Fig. 1: run 1, gate families picked out
Drawn at 3 px/um.
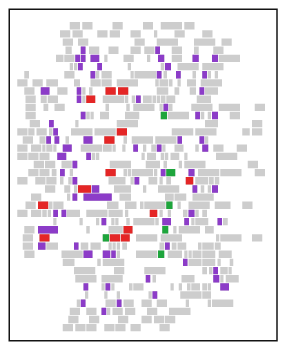
Fig. 2: run 1, placement by cell class
Drawn at 3 px/um. Fill, decap, tap and diode cells in grey.
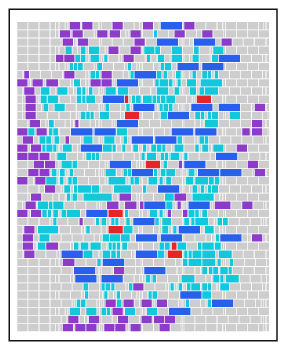
Fig. 3: run 1, sizing map
Drawn at 3 px/um.
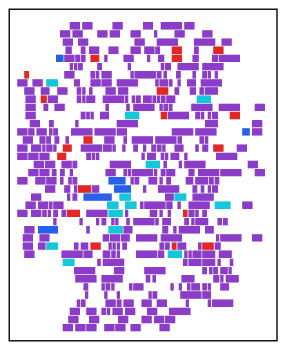
Fig. 4: run 1, routing congestion
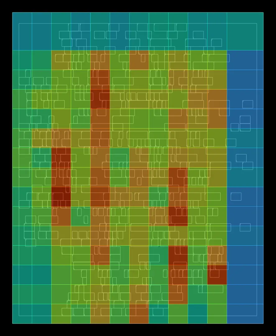
## src/rtl/pyon_pkg.sv

```systemverilog
// Shared constants for the drawing path: screen geometry, colours, requester indices
// and the arbiter state type.
package pyon_pkg;

  localparam int SCR_W = 160;
  localparam int SCR_H = 120;

  localparam logic [2:0] WHITE  = 3'b111;
  localparam logic [2:0] BLACK  = 3'b000;
  localparam logic [2:0] P1_COL = 3'b100;
  localparam logic [2:0] P2_COL = 3'b001;

  localparam logic [1:0] REQ_RST = 2'd0;
  localparam logic [1:0] REQ_P1  = 2'd1;
  localparam logic [1:0] REQ_P2  = 2'd2;

  typedef enum logic {
    IDLE = 1'b0,
    DRAW = 1'b1
  } draw_state_t;

endpackage

```

## src/rtl/vga_draw_arbiter_scan.sv

```systemverilog
// Walks the BOX_SIZE x BOX_SIZE offsets column-major (y fastest). The offsets
// presented are those of the pixel the arbiter will emit next.
module box_scan #(
  parameter int BOX_SIZE = 3
) (
  input  logic       clk,
  input  logic       start,
  input  logic       clear,
  output logic [1:0] xoff,
  output logic [1:0] yoff,
  output logic       last
);
  import pyon_pkg::*;

  localparam logic [3:0] LAST_IDX   = 4'(BOX_SIZE * BOX_SIZE - 1);
  localparam logic [3:0] FIRST_NEXT = (BOX_SIZE > 1) ? 4'd1 : 4'd0;
  localparam logic [3:0] EDGE_LEN   = 4'(BOX_SIZE);

  logic [3:0] nxt;
  logic [3:0] quo;
  logic [3:0] rem;

  // start fires on the grant edge, while pixel 0 comes out of the arbiter itself.
  always_ff @(posedge clk) begin
    if (clear)
      nxt <= 4'd0;
    else if (start)
      nxt <= FIRST_NEXT;
    else if (nxt != LAST_IDX)
      nxt <= nxt + 4'd1;
  end

  always_comb begin
    quo  = nxt / EDGE_LEN;
    rem  = nxt % EDGE_LEN;
    xoff = quo[1:0];
    yoff = rem[1:0];
    last = (nxt == LAST_IDX);
  end

endmodule

```

## src/rtl/vga_draw_arbiter.sv

```systemverilog
// Arbitrates restore / player one / player two for the single vga_adapter pixel
// port and paints each granted request as a BOX_SIZE square, one pixel per clock.
module vga_draw_arbiter #(
  parameter int BOX_SIZE = 3,
  parameter int SCR_W    = pyon_pkg::SCR_W,
  parameter int SCR_H    = pyon_pkg::SCR_H
) (
  input  logic       clk,
  input  logic       resetn,
  input  logic       enable,
  input  logic       req_rst,
  input  logic [7:0] x_rst,
  input  logic [6:0] y_rst,
  input  logic [2:0] c_rst,
  input  logic       req_p1,
  input  logic [7:0] x_p1,
  input  logic [6:0] y_p1,
  input  logic [2:0] c_p1,
  input  logic       req_p2,
  input  logic [7:0] x_p2,
  input  logic [6:0] y_p2,
  input  logic [2:0] c_p2,
  output logic [2:0] ack,
  output logic       err,
  output logic       busy,
  output logic [7:0] x,
  output logic [6:0] y,
  output logic [2:0] colour,
  output logic       plot
);
  import pyon_pkg::*;

  // Handshake: a requester holds req and operands until its ack bit pulses, then
  // drops req. The ack cycle itself is never treated as a fresh request.

  draw_state_t state;
  logic        rr_p2;
  logic [1:0]  gnt;
  logic [7:0]  x_base;
  logic [6:0]  y_base;

  logic        sel_valid;
  logic [1:0]  sel;
  logic [7:0]  sel_x;
  logic [6:0]  sel_y;
  logic [2:0]  sel_c;
  logic [2:0]  sel_onehot;
  logic        fits;
  logic        start;
  logic [1:0]  xoff;
  logic [1:0]  yoff;
  logic        last;

  always_comb begin
    sel_valid = enable && (ack == 3'b000) && (req_rst || req_p1 || req_p2);
    if (req_rst)
      sel = REQ_RST;
    else if (req_p1 && req_p2)
      sel = rr_p2 ? REQ_P2 : REQ_P1;
    else if (req_p1)
      sel = REQ_P1;
    else
      sel = REQ_P2;
    case (sel)
      REQ_RST: begin sel_x = x_rst; sel_y = y_rst; sel_c = c_rst; end
      REQ_P1:  begin sel_x = x_p1;  sel_y = y_p1;  sel_c = c_p1;  end
      default: begin sel_x = x_p2;  sel_y = y_p2;  sel_c = c_p2;  end
    endcase
    sel_onehot = 3'(3'b001 << sel);
    // Widened by one bit so a square near the right/bottom edge cannot wrap into range.
    fits = (({1'b0, sel_x} + 9'(BOX_SIZE)) <= 9'(SCR_W)) &&
           (({1'b0, sel_y} + 8'(BOX_SIZE)) <= 8'(SCR_H));
    start = (state == IDLE) && sel_valid && fits;
  end

  box_scan #(.BOX_SIZE(BOX_SIZE)) u_scan (
    .clk   (clk),
    .start (start),
    .clear (~resetn),
    .xoff  (xoff),
    .yoff  (yoff),
    .last  (last)
  );

  always_ff @(posedge clk) begin
    if (!resetn) begin
      state  <= IDLE;
      rr_p2  <= 1'b0;
      gnt    <= REQ_RST;
      x_base <= '0;
      y_base <= '0;
      x      <= '0;
      y      <= '0;
      colour <= '0;
      plot   <= 1'b0;
      ack    <= 3'b000;
      err    <= 1'b0;
      busy   <= 1'b0;
    end else begin
      case (state)
        IDLE: begin
          ack  <= 3'b000;
          err  <= 1'b0;
          plot <= 1'b0;
          busy <= 1'b0;
          if (sel_valid) begin
            if (sel != REQ_RST)
              rr_p2 <= (sel == REQ_P1);
            if (fits) begin
              gnt    <= sel;
              x_base <= sel_x;
              y_base <= sel_y;
              x      <= sel_x;
              y      <= sel_y;
              colour <= sel_c;
              plot   <= 1'b1;
              busy   <= 1'b1;
              ack    <= (BOX_SIZE == 1) ? sel_onehot : 3'b000;
              state  <= DRAW;
            end else begin
              ack <= sel_onehot;
              err <= 1'b1;
            end
          end
        end
        DRAW: begin
          // A nonzero ack marks the final pixel cycle.
          if (ack != 3'b000) begin
            state <= IDLE;
            plot  <= 1'b0;
            busy  <= 1'b0;
            ack   <= 3'b000;
          end else begin
            x   <= x_base + {6'b0, xoff};
            y   <= y_base + {5'b0, yoff};
            ack <= last ? 3'(3'b001 << gnt) : 3'b000;
          end
        end
        default: state <= IDLE;
      endcase
    end
  end

endmodule

```

## config.mk

```make
export PLATFORM = sky130hd
export DESIGN_NAME = vga_draw_arbiter
export DESIGN_NICKNAME = d
export VERILOG_FILES = /design/src/rtl/pyon_pkg.sv /design/src/rtl/vga_draw_arbiter_scan.sv /design/src/rtl/vga_draw_arbiter.sv
export SDC_FILE = /design/constraint.sdc
export NUM_CORES = 1
export LEC_CHECK = 0
export CORE_ASPECT_RATIO = 1.25
export CORE_MARGIN = 2
export CORE_UTILIZATION = 31
export CTS_CLUSTER_DIAMETER = 50
export DETAILED_ROUTE_END_ITERATION = 6
export GPL_TIMING_DRIVEN = 0
export PLACE_DENSITY = 0.57
export SYNTH_ARGS = -nofsm -noshare
export SYNTH_HDL_FRONTEND = slang
export SYNTH_SLANG_ARGS = --single-unit
```

## constraint.sdc

```tcl
create_clock -name clk -period 7 [get_ports clk]
set_input_delay 1.4 -clock clk [delete_from_list [all_inputs] [get_ports clk]]
set_output_delay 1.4 -clock clk [all_outputs]
set_load 0.01 [all_outputs]
```

==> Changelog: implementation, run 1 <==
## Implementation

- Status: finished clean
- DR vias/cell: 4.81
- Ys flops: 46
- Pleak: 0.00144 uW
- Top area contributor share: 33.1%
- Top logic family: simple AND/OR/NAND/NOR gates
- Final Skew: 0.00381 ns
- Die ar.: 9760 um^2
- Layout Utilization: 44.2%
- Detailed Route WL: 7980 um
- IO buf count: 82
- Core ar.: 8700 um^2
- Gp weighted congestion: 0.831
- Post-synthesis cell area: 2790 um^2
- Synth async-reset ratio: 0%
- Crit path max fanout: 10
- I/O pin total: 84
- H-tree depth: 2
- Multiplexer share of the synthesized area: 5.12%
- Post-route ant nets: 0
- Wire length per cell: 14.5 um
- Power per standard cell area: 174 nW/um^2
- Setup Viol. Count Final: 0
- Die width: 88.8 um
- Max-slew headroom: 58.7%
- Largest net degree at the start of global routing: 14
- Post-layout period usage: 50.5%
- # clock sinks: 46
- Congestion Overflow GR: 0
- Max Slew Vio Count: 0
- Total number of vias: 2647
- Syn-to-layout area delta: 38.1%
- TritonCTS Buffers: 5
- Critical path class: in2reg
- Commonest flop: dfxtp_1
- Vias in the first global route: 2610
- FP Rows: 38
- IR drop worst, VDD: 0.0000726 V
- Clk_lat worst skew: 0.31 ns
- Crit path DRT: 7.24 ns
- Hpwl dp: 6420 um
- Unrepaired setup endpoints after global routing: false
- CTS tree: yes
- Die H: 110 um
- Mean Syn Cell Area: 8.19 um^2
- Setup WS pre-CTS: 3.13 ns
- Pre-Place Util: 32.0%
- Yosys cell count: 340
- Tool Warnings: 28
- Drt drc: 0
- CTS Root Cell: clkbuf_8
- Total global-route track usage: 17.1%
- Yosys xor share: 5.03%
- Final Hold Fails: 0
- Worst-margin pin slew: 0.620 ns
- Compound Share, Synth: 21.0%
- Yosys cell types: 57
- Yosys stat chip area: 2790 um^2
- Critical path startpoint category: input port
- Post-synth seq share: 33.1%
- Post-synth top area cell: dfxtp_1
- WHS: 0.461 ns
- R2r setup slk: 3.49 ns
- Initial antenna violation count: 0
- Fraction of layout cells with a size suffix above 1: 9.07%
- CTS Hold Bufs: 0
- EDFF count, synth: 0
- CP arrival: 3.77 ns
- Floorplan Nets: 412
- Nets: 501
- FMAX: 283 MHz
- MaxCap Viol Count: 0
- 1st-iter DRT viols: 61
- Global-route wire length before repair: 13000 um
- DRT Pass-1 Iters: 5
- Area after DPL: 3760 um^2
- Crit path time final: 3.53 ns
- Tightest Hold Check Type: reg2reg
- Post-CTS Resized: 0
- Synth Warn #: 0
- And+or+nand+nor area frac: 23.7%
- CP Capture Type: flip-flop
- Adder share: 5.93%
- Post-Syn Instances: 340
- Main area contributors: dfxtp_1 33%, nand2_1 11%, a21oi_1 6.8%
- Antenna diode count: 0
- Setup_tns: 0 ns
- Clock-pin slew on the worst setup and hold paths: 0.08 ns
Back to the opening pictures, Fig. 1:
colour	family	cells	most used
red	non-inverting ao/oa cells	14	a221o_1
green	and/or cells	6	and2_1
purple	aoi and oai cells	73	a21oi_1
Non-Filler Instances: 550
logic share of the area: 44.0%
Commonest Layout Cell: clkdlybuf4s50_1

Back to the opening pictures, Fig. 2:
colour	class	cells
red	clock drivers and dummy loads	8
blue	registers	46
purple	remaining buffers and delay cells	101
cyan	remaining logic cells	275

Back to the opening pictures, Fig. 3:
colour	size	cells	share
purple	x1 and smaller	391	91%
blue	x3 and x4	6	1.4%
red	x2	19	4.4%
cyan	x6 and larger	14	3.3%
number of non-clock buffers: 101
setup ws final: 3.47 ns
fin area: 3850 um^2

Back to the opening pictures, Fig. 4:
met1 layer usage reported by global route: 22.0%
grt peak-use layer: met2

run 1: registers in the layout (all words and copies together) (netlist names), 2 cells and up:
| name | cells |
|---|---|
| x_base | 8 |
| u_scan.nxt | 4 |
| ack | 3 |
| y | 7 |
| y_base | 7 |
| gnt | 2 |
| colour | 3 |
| x | 8 |
run 1: path summary, 6_finish.rpt:
path | startpoint | endpoint | depth (start not counted)
setup / recovery | req_p1 | x_base[6]$_SDFFE_PN0P_ | 10
hold / removal | colour[0]$_SDFFE_PN0P_ | colour[0]$_SDFFE_PN0P_ | 2
setup reg to reg | u_scan.nxt[2]$_SDFFE_PP0P_ | y[5]$_SDFFE_PN0P_ | 18
hold reg to reg | colour[0]$_SDFFE_PN0P_ | colour[0]$_SDFFE_PN0P_ | 2
run 1: worst max-delay path, cell delays in order:
cell and delay (ns):
clkdlybuf4s50_1 0.49, a21boi_4 0.33, mux2i_1 0.26, o21ai_2 0.09, a21oi_1 0.38, o2111a_2 0.31, buf_6 0.16, buf_6 0.15
nand2_1 0.06, a21oi_1 0.12
run 1: per-layer routing:
| metal | global-route usage (%) | routed length (um) |
|---|---|---|
| met1 | 22.0 | 3560 |
| met2 | 29.7 | 4070 |
| met3 | 2.31 | 267 |
| met4 | 4.44 | 89 |
| met5 | 0 | 0 |
run 1: final cells by class:
cell class                 count  area [um^2]  share of cell area [%]
inverter                       7         26.3                   0.683
clock buffer                   7         86.3                    2.24
sequential                    46          921                    23.9
timing repair buffer          82          821                    21.3
clock inverter                 1         5.00                   0.130
tap                          120          150                    3.90
buffer                        19          145                    3.77
multi-input combinational    268         1690                    44.0
run 1: report_power, final:
part           switching, uW  internal (uW)
Combinational           98.7            101
Clock                   92.0           79.8
Sequential              18.1            282
run 1: cells by family after synthesis:
family          Yosys count
compound gates           87
xor+xnor                 16
fa+ha+maj                12
buf+inv                  26
flops                    46
mux                      14
simple gates            139
run 1: metrics by stage:
stage	total power, uW	std cells
3_3_place_gp	505	542
3_5_place_dp	507	542
5_1_grt	714	550
6_report	671	550
4_1_cts	678	550
2_1_floorplan	416	340
run 1: Yosys cell counts (2+ instances only):
cell / count
nand2_1: 80
dfxtp_1: 46
a21oi_1: 38
nor2_1: 17
nand3_1: 14
mux2i_1: 12
o21ai_0: 11
a31oi_1: 10
ha_1: 10
xnor2_1: 8
xor2_1: 8
buf_6: 7
clkbuf_1: 7
inv_1: 6
nor2b_1: 6
a221o_1: 5
nand3_2: 5
a21oi_2: 2
a22o_1: 2
and2_1: 2
buf_2: 2
buf_4: 2
fa_1: 2
mux2_2: 2
nor3_1: 2
nor3_4: 2
o21ai_2: 2
run 1: cells in the final DEF, fill, tap and decap left out, types with 7 or more instances in the layout:
master | Yosys | routed
clkdlybuf4s50_1 | 0 | 82
xor2_1 | 8 | 8
a21oi_1 | 38 | 38
buf_6 | 7 | 7
o21ai_0 | 11 | 11
mux2i_1 | 12 | 12
clkbuf_1 | 7 | 8
dfxtp_1 | 46 | 46
nor2_1 | 17 | 17
ha_1 | 10 | 10
nand2_1 | 80 | 80
nand3_1 | 14 | 14
xnor2_1 | 8 | 8
a31oi_1 | 10 | 10
Fig. 5: run 1, M3 wires
Drawn at 4 px/um.
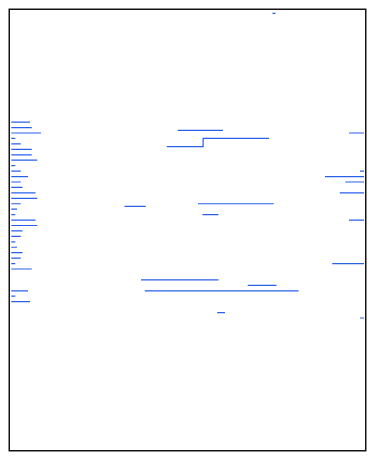

==> run 1 -> run 2 <==
- PLACE_DENSITY: 0.57 -> 0.59
- clock period: 7 -> 2.9 ns (I/O delays scaled with it)
Fig. 6: run 2, M3 wires
Drawn at 4 px/um.
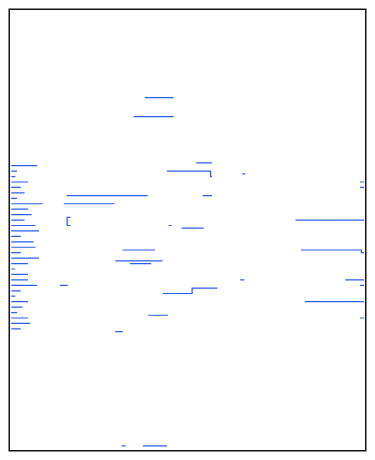
main direction	horizontal
share of all routed wire	3.6%
wire length on this layer	296 um
nets with wire on the layer	52
met3 Resource Use GR: 1.94%
total number of vias: 2770
Detailed Route WL: 8260 um

==> run 2 against run 1 <==
Compared with the run above:
- the run now ends with negative setup slack left
- register-to-register slack worse by 3.5 ns
- power rose to 2.6 times the previous value
- sequential share of layout area shrank 1.5 points
- core utilization is 3.4 points higher
- die size is the same
- critical path type is now reg2reg
- sequential power up 140%
- routed wire length grew 3.5%
- via count is 4.6% higher
- largest cell class unchanged
- non-clock buffer count is 11 higher
- combinational power rose to 2.7 times the previous value
- first-iteration DRC count is 61% higher
==> Changelog: implementation, run 2 <==
## Implementation

- Status: finished, violations left
- Failing checks: negative setup slack
- Setup Viol. Count Final: 4
- Initial antenna violation count: 0
- Vias in the first global route: 2678
- Post-synth top area cell: dfxtp_1
- DR vias/cell: 4.94
- Clk_lat worst skew: 0.30 ns
- Final Skew: 0.00926 ns
- Die width: 88.8 um
- Total global-route track usage: 17.4%
- Yosys cell count: 340
- Synth async-reset ratio: 0%
- Global-route wire length before repair: 13200 um
- R2r setup slk: -0.06 ns
- Synth Warn #: 0
- Pleak: 0.00153 uW
- CP max-delay cell: dfxtp_2
- WHS: 0.472 ns
- Commonest Layout Cell: clkdlybuf4s50_1
- Max Slew Vio Count: 0
- CTS Hold Bufs: 0
- Setup ws final: -0.0575 ns
- Worst-margin pin slew: 0.622 ns
- Core ar.: 8700 um^2
- Post-synth seq share: 33.1%
- Yosys cell types: 57
- FMAX: 338 MHz
- Buf/Inv on CP: 2
- IO buf count: 82
- Tightest Hold Check Type: reg2reg
- Top area contributor share: 33.1%
- Most used cell, CP: ha_4
- Antenna diode count: 0
- Top cells by count: 80 x nand2_1, 46 x dfxtp_1, 38 x a21oi_1, 17 x nor2_1, 14 x nand3_1
- Max-slew headroom: 58.5%
- Hpwl dp: 6530 um
- Die ar.: 9760 um^2
- CP Capture Type: flip-flop
- MaxCap Viol Count: 0
- Critical path's top delay family: simple AND/OR/NAND/NOR gates
- Ys flops: 46
==> run 2: worst paths after layout <==
check,endpoint,cells past startpoint
hold / removal,x_base[7]$_SDFFE_PN0P_,2
hold reg to reg,x_base[7]$_SDFFE_PN0P_,2
setup reg to reg,y[5]$_SDFFE_PN0P_,18
setup / recovery,y[5]$_SDFFE_PN0P_,18
==> run 2: final cells by class <==
type                    instances  area [um^2]
plain buffers                  19          145
multi-input cells             268         1880
fillers                       857         4560
clock inverters                 1         30.0
repair buffers                 93          907
inverters                       7         28.8
well taps                     120          150
clock buffers                   7         76.3
flip-flops and latches         46          927
==> run 2: cell families (layout without fill, tap and decap cells) <==
| family | Yosys count | after routing | share of synthesized area (%) |
|---|---|---|---|
| buf+inv | 26 | 127 | 6.15 |
| fa+ha+maj | 12 | 12 | 5.93 |
| flops | 46 | 46 | 33.1 |
| compound gates | 87 | 87 | 21.0 |
| xor+xnor | 16 | 16 | 5.03 |
| simple gates | 139 | 139 | 23.7 |
| mux | 14 | 14 | 5.12 |
==> run 2: where the power goes <==
group | switching [uW] | leakage [uW] | internal [uW]
clock | 215 | 0.0000524 | 258
combinational | 260 | 0.00110 | 280
sequential | 47.7 | 0.000376 | 680
total | 522 | 0.00153 | 1220
==> run 2: timing repair <==
item	in CTS	in global routing
resized	15	9
setup buffers	9	3
pin swaps	7	7
hold endpoints to repair	0	0
endpoints found under the setup margin	5	20
==> run 2: per-stage QoR <==
stage               std cells  area, um^2  util (%)
floorplan                 340        2860         -
global placement          542        3830      44.0
detailed placement        542        3830      44.0
CTS                       559        4070      46.8
global route              561        4140      47.6
finish                    561        4140      47.6
==> run 2: worst register-to-register path, cell delays in order (launching register included) <==
cell	delay [ns]
dfxtp_2	0.36
inv_4	0.04
nor2_4	0.10
ha_4	0.13
inv_2	0.04
ha_4	0.20
nor3b_2	0.14
a31oi_1	0.12
o21ai_1	0.12
nand2b_4	0.12
mux2_4	0.34
ha_4	0.27
a21oi_2	0.05
nor2b_2	0.14
nand3_2	0.10
xnor2_2	0.15
mux2_4	0.26
nand2_2	0.06
a31oi_1	0.07
==> run 2: per-layer routing <==
metal / wire, um / GRT usage (%) / vias to the layer above
met5: 0 / 0 / -
met4: 156 / 5.52 / 0
met3: 296 / 1.94 / 11
met2: 4310 / 32.0 / 73
met1: 3500 / 20.7 / 1295
li1: - / - / 1391
No activity file was given, so power comes from the tool's default toggle rates.
